[config.mk]
export PLATFORM = sky130hd
export DESIGN_NAME = qam_demodulator
export DESIGN_NICKNAME = d
export VERILOG_FILES = /design/src/rtl/qam_demodulator.sv
export SDC_FILE = /design/constraint.sdc
export NUM_CORES = 1
export LEC_CHECK = 0
export CAP_MARGIN = 20
export CORE_ASPECT_RATIO = 1.25
export CORE_UTILIZATION = 40
export CTS_BUF_LIST = sky130_fd_sc_hd__clkbuf_8
export DETAILED_ROUTE_END_ITERATION = 7
export GPL_TIMING_DRIVEN = 1
export HOLD_SLACK_MARGIN = 0.12
export PLACE_DENSITY_LB_ADDON = 0.25
export SYNTH_ARGS = -nofsm -noshare
export SYNTH_HDL_FRONTEND = slang
export SYNTH_SLANG_ARGS = --single-unit
[constraint.sdc]
create_clock -name clk -period 13.99 [get_ports clk]
set_input_delay 2.0985 -clock clk [delete_from_list [all_inputs] [get_ports clk]]
set_output_delay 2.0985 -clock clk [all_outputs]
set_load 0.02 [all_outputs]
[src/rtl/qam_demodulator.sv]
// -----------------------------------------------------------------------------
// qam_demodulator
//
// 4-QAM receive correlator. Each qualified sample is multiplied by the cos and
// sin references. The products are accumulated into I and Q over one symbol of
// SAMPLES_PER_SYMBOL qualified samples. The 2-bit symbol is then decided from
// the signs of the final sums.
//
// Optional feature macro: QAM_DEMOD_SERIAL_OUT_EN
//   When defined, each decision is also shifted out MSB first on data_bit_out.
//   data_out_complete_bit marks the second (last) bit.
//
// Ports:
//   clk                   in   single clock, rising edge
//   rst                   in   synchronous active-high reset
//   sample_in   [7:0]     in   signed received sample
//   sample_valid          in   qualifies sample_in / sin_ref / cos_ref / sym_start
//   sin_ref     [7:0]     in   signed quadrature reference
//   cos_ref     [7:0]     in   signed in-phase reference
//   sym_start             in   qualified sample is first of a symbol
//   data_out    [1:0]     out  {I >= 0, Q >= 0} of the last symbol
//   data_valid            out  one-cycle strobe, data_out is new
//   i_soft      [ACC_W-1:0] out final signed I sum of the last symbol
//   q_soft      [ACC_W-1:0] out final signed Q sum of the last symbol
//   sync_err              out  one-cycle strobe, symbol aborted by early sym_start
//   state_dbg             out  FSM state (0 = IDLE, 1 = ACCUM)
//   data_bit_out          out  serial decision bit (serial build only)
//   data_out_complete_bit out  last serial bit strobe (serial build only)
//
// Handshake: a sample is consumed on any rising edge where sample_valid is
// high. There is no backpressure. data_valid and sync_err are single-cycle
// strobes with no acknowledge.
// -----------------------------------------------------------------------------
module qam_demodulator #(
    parameter int SAMPLES_PER_SYMBOL = 16,
    parameter int ACC_W              = 16 + $clog2(SAMPLES_PER_SYMBOL)
) (
    input  logic             clk,
    input  logic             rst,
    input  logic [7:0]       sample_in,
    input  logic             sample_valid,
    input  logic [7:0]       sin_ref,
    input  logic [7:0]       cos_ref,
    input  logic             sym_start,
    output logic [1:0]       data_out,
    output logic             data_valid,
    output logic [ACC_W-1:0] i_soft,
    output logic [ACC_W-1:0] q_soft,
    output logic             sync_err,
    output logic             state_dbg
`ifdef QAM_DEMOD_SERIAL_OUT_EN
    ,
    output logic             data_bit_out,
    output logic             data_out_complete_bit
`endif
);

    localparam int CNT_W = $clog2(SAMPLES_PER_SYMBOL + 1);
    // Count value held just before the final sample of a symbol arrives.
    localparam logic [CNT_W-1:0] LAST_CNT = CNT_W'(SAMPLES_PER_SYMBOL - 1);

    typedef enum logic {
        IDLE  = 1'b0,
        ACCUM = 1'b1
    } state_t;

    state_t                  state;
    logic [CNT_W-1:0]        cnt;
    logic signed [ACC_W-1:0] acc_i;
    logic signed [ACC_W-1:0] acc_q;

    logic signed [15:0]      prod_i;
    logic signed [15:0]      prod_q;
    logic signed [ACC_W-1:0] ext_i;
    logic signed [ACC_W-1:0] ext_q;
    logic signed [ACC_W-1:0] sum_i;
    logic signed [ACC_W-1:0] sum_q;

    always_comb begin
        prod_i = $signed(sample_in) * $signed(cos_ref);
        prod_q = $signed(sample_in) * $signed(sin_ref);
        ext_i  = {{(ACC_W-16){prod_i[15]}}, prod_i};
        ext_q  = {{(ACC_W-16){prod_q[15]}}, prod_q};
        // Accumulators are zero at count 0, so this is also the correct
        // first-sample value after a symbol boundary.
        sum_i  = acc_i + ext_i;
        sum_q  = acc_q + ext_q;
    end

    assign state_dbg = state;

`ifdef QAM_DEMOD_SERIAL_OUT_EN
    logic ser_pending;
    logic ser_lsb;
`endif

    always_ff @(posedge clk) begin
        if (rst) begin
            state      <= IDLE;
            cnt        <= '0;
            acc_i      <= '0;
            acc_q      <= '0;
            data_out   <= '0;
            data_valid <= 1'b0;
            i_soft     <= '0;
            q_soft     <= '0;
            sync_err   <= 1'b0;
`ifdef QAM_DEMOD_SERIAL_OUT_EN
            data_bit_out          <= 1'b0;
            data_out_complete_bit <= 1'b0;
            ser_pending           <= 1'b0;
            ser_lsb               <= 1'b0;
`endif
        end else begin
            data_valid <= 1'b0;
            sync_err   <= 1'b0;
`ifdef QAM_DEMOD_SERIAL_OUT_EN
            data_out_complete_bit <= 1'b0;
            // Second bit of the previous decision. It always completes before
            // the next decision because a symbol has at least 2 samples.
            if (ser_pending) begin
                data_bit_out          <= ser_lsb;
                data_out_complete_bit <= 1'b1;
                ser_pending           <= 1'b0;
            end
`endif
            if (sample_valid) begin
                case (state)
                    IDLE: begin
                        if (sym_start) begin
                            acc_i <= ext_i;
                            acc_q <= ext_q;
                            cnt   <= CNT_W'(1);
                            state <= ACCUM;
                        end
                    end
                    ACCUM: begin
                        if (sym_start && cnt != '0) begin
                            // Early resync: drop the partial symbol and restart
                            // with this sample as its first.
                            sync_err <= 1'b1;
                            acc_i    <= ext_i;
                            acc_q    <= ext_q;
                            cnt      <= CNT_W'(1);
                        end else if (cnt == LAST_CNT) begin
                            i_soft     <= sum_i;
                            q_soft     <= sum_q;
                            data_out   <= {~sum_i[ACC_W-1], ~sum_q[ACC_W-1]};
                            data_valid <= 1'b1;
                            acc_i      <= '0;
                            acc_q      <= '0;
                            cnt        <= '0;
`ifdef QAM_DEMOD_SERIAL_OUT_EN
                            data_bit_out <= ~sum_i[ACC_W-1];
                            ser_lsb      <= ~sum_q[ACC_W-1];
                            ser_pending  <= 1'b1;
`endif
                        end else begin
                            acc_i <= sum_i;
                            acc_q <= sum_q;
                            cnt   <= cnt + CNT_W'(1);
                        end
                    end
                    default: state <= IDLE;
                endcase
            end
        end
    end

endmodule
### Cell placement

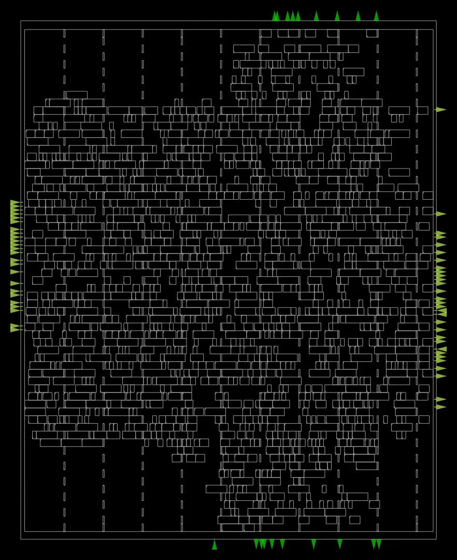
sequential portion of the cell area: 15.5%
post-layout utilization of the core: 45.7%
Flop Count: 90
Finished Layout Cells: 1626
Tapcell Cnt: 335

### Selected gate families

Bar = 50 microns.
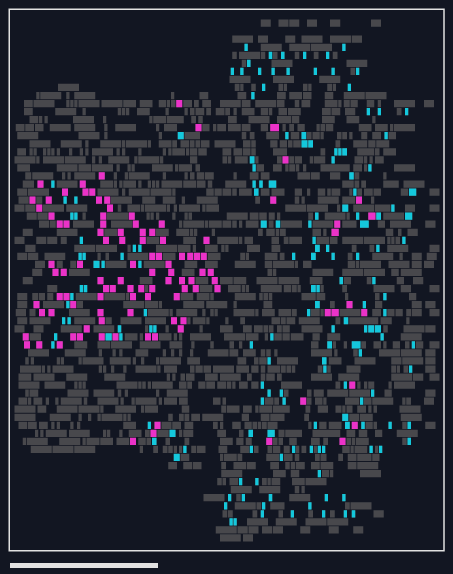
Magenta marks and/or cells, cells 107. Cyan marks nand cells, cells 161, where widely spread.
Comb/total area: 66.9%
most common cell after layout, fill and taps aside: sky130_fd_sc_hd__inv_1

### Port wiring

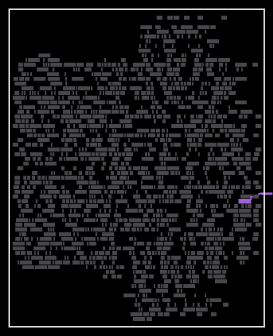
Purple marks sync_err, bits 1, direction output, edge east, end cells 1, buffers 1, wire 6.00 microns.

==> run summary <==
Flow results follow.

The flow ran to the end, and the final reports show no timing, DRC or antenna violations. The OpenROAD warning count is 31. The maximum number of pins on one net before global-route repair is 61. The element type at the critical path end is a register. The number of warnings reported in the yosys synthesis log is 0. The number of resized instances in the post-cts repair step is 0. The pin closest to its max-slew limit shows a slew of 0.996 ns. The count of H-tree levels built during CTS is 3. Sorting the synthesis cell report by count puts at the top sky130_fd_sc_hd__inv_1.

The synthesized netlist net count is 1486. The startpoint of the most critical register-to-register path is cnt[1]. The layout report lists the multi-input gate area as 7790 sq um. Cell internal power was estimated by the tool at 0.00135 W. The sum of negative setup slack is 0 ns. The worst path required time is 14.26 ns. For this design, Yosys synthesis ends with a cell count of 1244. The mean number of vias per cell is 5.17. The reported sequential group power is 0.000307 W. The initial utilization of the core area, before any placement, comes to 41.0%.

The initial DRC count is 389. After layout, the minimum clock period comes to 8.62 ns. A synthesized cell averages 8.39 sq um. The congestion estimate from routability-driven global placement came to 0.861. The share of synthesized area in the top cell type comes to 21.5%.

The cell count after synthesis came out at 1244. The relative slew slack is 33.5%. Per the final timing report, the hold violations number 0.

In the final layout, the fill cell count is 2492. The total combinational power is 0.00247 W. The number of vias after detailed routing is 8400. The type of origin of the critical path is a primary input.

The first detailed-routing pass took 5 iterations. Per the synthesis report, the number of distinct cell types is 60. Per the synth stats, the proportion of register bits with asynchronous set or reset is 0%. The total clock network power is 0.000183 W. In the global route stage, overall resource usage came out at 18.5%. The mean routed wirelength per cell is 14.4 microns. The core box area is 25500 sq um. Clock tree synthesis inserted a total of 9 buffers. The DRC violation count after routing is 0. The share of total power dissipated in combinational logic is 83.5%. The switching power total is 0.00162 W. The TritonCTS clock tree is built. The remaining global-route overflow is 0.

The fraction of final layout cells with drive strength greater than 1 is 3.87%. The number of antenna violations at the first check in global routing is 0. The count of nets left with antenna violations after detail routing is 0. The maximum frequency from static timing analysis is 116 MHz. For the worst-skew pair, the clock arrives at the later sink with an insertion delay of 0.39 ns. Looking at the critical path, the highest net fanout was 16. The flop and latch count out of synthesis is 90. The clock network burns 6.2% of the power. The class of the most critical setup path is primary input to register. The post-synth count of flops with an enable pin is 0. The total die size is 26700 sq um. The final count of pins violating max slew is 0. The die is 146 microns wide.

The via count of the first global-routing pass was 8233. The final wirelength is 23.5 mm. Setup repair after global routing left no endpoint under its margin. The die height is 183 microns. Port buffering added 72 buffers. Once the clock tree was built, the setup fixing pass inserted 0 buffers. For this run, the register share of the synthesized area comes to 17.3%. Across the run, the number of max-cap violations was 0. The final hold slack is 0.459 ns. For this design, the sink count on the clock tree is 90. Per the power-grid run, VDD falls by no more than 0.000149 V.

The biggest power consumer among the groups is combinational cells. The worst endpoint data arrival time is 8.88 ns. By instance count after routing, the leading logic cell types are sky130_fd_sc_hd__inv_1 (182), sky130_fd_sc_hd__nand2_1 (126), sky130_fd_sc_hd__fa_1 (112).

The repair_antennas step left the layout with diodes totalling 0. Per the layout area report, the register area comes to 1800 sq um. The clock passes through at most 2 buffers. Looking at the cell usage after synthesis, the top flip-flop cell is sky130_fd_sc_hd__dfxtp_1. The final-report setup violation count is 0. The number of buffers inserted for hold repair after clock tree synthesis is 0. The ratio of total power to cell area is 254 nW/um^2. The leakage power in the latest report is 5.22 nW. The most critical min-delay path falls under register to register. OpenSTA lists the critical path startpoint as sample_in[6].

The cell area after synthesis is 10400 sq um. The register share of total power is 10.4%. The floorplan has 65 rows. For the worst min-delay path, the startpoint reported by OpenROAD is i_soft[3]. On the final layout, the worst clock skew is 0.00905 ns.

The number of nets in the layout is 1528.
### Local utilization

15 x 18 tiles, from black (low) to pale yellow (high), 0 to 100% covered.
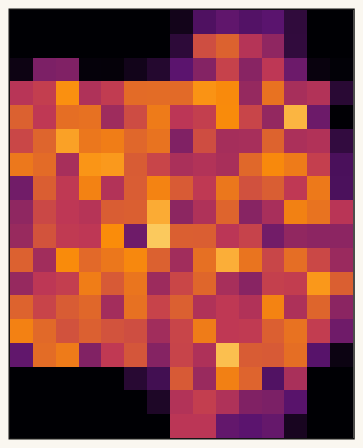
4.1% of the tiles are over 75% full. The mean over all tiles is 42%. 17% of the tiles are nearly empty.

### M3 wires

Bar = 50 microns.
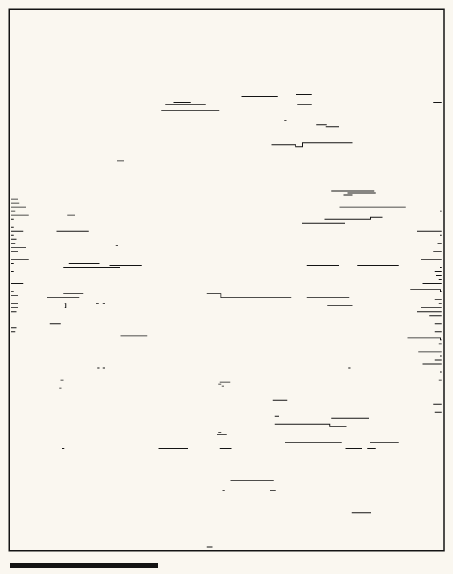
The wires run mostly horizontal. The layer holds 2.7% of the routed length. The layer carries 625 microns of wire. The longest straight run is 23.7 microns. 88 nets have wire on it.

cells by family (layout without fill, tap and decap cells):
group / after synthesis / count (layout) / synth area share (%)
AOI/OAI and AO/OA: 231 / 231 / 15.4
xor gates and xnor gates: 67 / 67 / 5.69
adders and majority gates: 214 / 214 / 33.7
buffers and inverters: 228 / 275 / 8.26
DFF: 90 / 90 / 17.3
muxes: 7 / 7 / 0.719
and+or+nand+nor: 407 / 407 / 19.0
worst paths after layout:
| path | endpoint | depth (start not counted) | slack [ns] |
|---|---|---|---|
| setup / recovery | i_soft[19] | 25 | 5.37 |
| hold / removal | i_soft[3] | 2 | 0.46 |
| setup reg to reg | q_soft[18] | 7 | 10.88 |
| hold reg to reg | i_soft[3] | 2 | 0.46 |
cell type report:
cell class                      instances  share of cell area [%]
Clock buffer                           10                    1.18
Timing Repair Buffer                   77                    6.49
Clock inverter                          6                   0.505
Sequential cell                        90                    15.5
Tap cell                              335                    3.60
Inverter                              182                    5.87
Multi-Input combinational cell        926                    66.9
sequential cells by signal, indices dropped and copies added (netlist names):
| signal | count |
|---|---|
| acc_i | 20 |
| data_valid | 1 |
| cnt | 5 |
| q_soft | 20 |
| acc_q | 20 |
| i_soft | 20 |
| data_out | 2 |
| sync_err | 1 |
| state_dbg | 1 |
routing by layer:
| metal | global-route usage [%] | share of wire (%) | up-vias | wire length (microns) |
|---|---|---|---|---|
| li1 | - | - | 4173 | - |
| met1 | 24.8 | 48 | 4042 | 11300 |
| met2 | 31.3 | 48 | 150 | 11200 |
| met3 | 1.43 | 2.7 | 35 | 625 |
| met4 | 6.04 | 1.9 | 0 | 442 |
| met5 | 0 | 0 | - | 0 |
critical path, stage by stage:
cell and delay [ns]:
sky130_fd_sc_hd__clkdlybuf4s50_1 0.69, sky130_fd_sc_hd__and2_1 0.29, sky130_fd_sc_hd__fa_1 0.51, sky130_fd_sc_hd__inv_1 0.06, sky130_fd_sc_hd__fa_1 0.49, sky130_fd_sc_hd__inv_1 0.05
sky130_fd_sc_hd__fa_1 0.52, sky130_fd_sc_hd__inv_1 0.05, sky130_fd_sc_hd__fa_1 0.52, sky130_fd_sc_hd__inv_1 0.04, sky130_fd_sc_hd__ha_1 0.32, sky130_fd_sc_hd__a21oi_1 0.21
sky130_fd_sc_hd__o21bai_1 0.11, sky130_fd_sc_hd__a2111oi_1 0.52, sky130_fd_sc_hd__nor3_1 0.13, sky130_fd_sc_hd__xor2_1 0.22, sky130_fd_sc_hd__ha_1 0.30, sky130_fd_sc_hd__a21oi_1 0.24
sky130_fd_sc_hd__nor2b_1 0.08, sky130_fd_sc_hd__o21a_1 0.20, sky130_fd_sc_hd__o41ai_2 0.38, sky130_fd_sc_hd__nand2_1 0.14, sky130_fd_sc_hd__o311ai_4 0.33, sky130_fd_sc_hd__mux2i_1 0.27
sky130_fd_sc_hd__a21oi_1 0.09
through the flow:
stage	util (%)	cells	power (W)	instance area [sq um]	worst slack [ns]
after detailed placement	45.0	1610	0.00276	11400	5.00
final	45.7	1626	0.00296	11600	5.37
after global placement	45.0	1610	0.00274	11400	5.10
after floorplan	-	1244	0.00225	10400	6.10
after CTS	45.7	1626	0.00296	11600	5.38
after global routing	45.7	1626	0.00328	11600	4.87
Power and IR drop assume default switching activity.
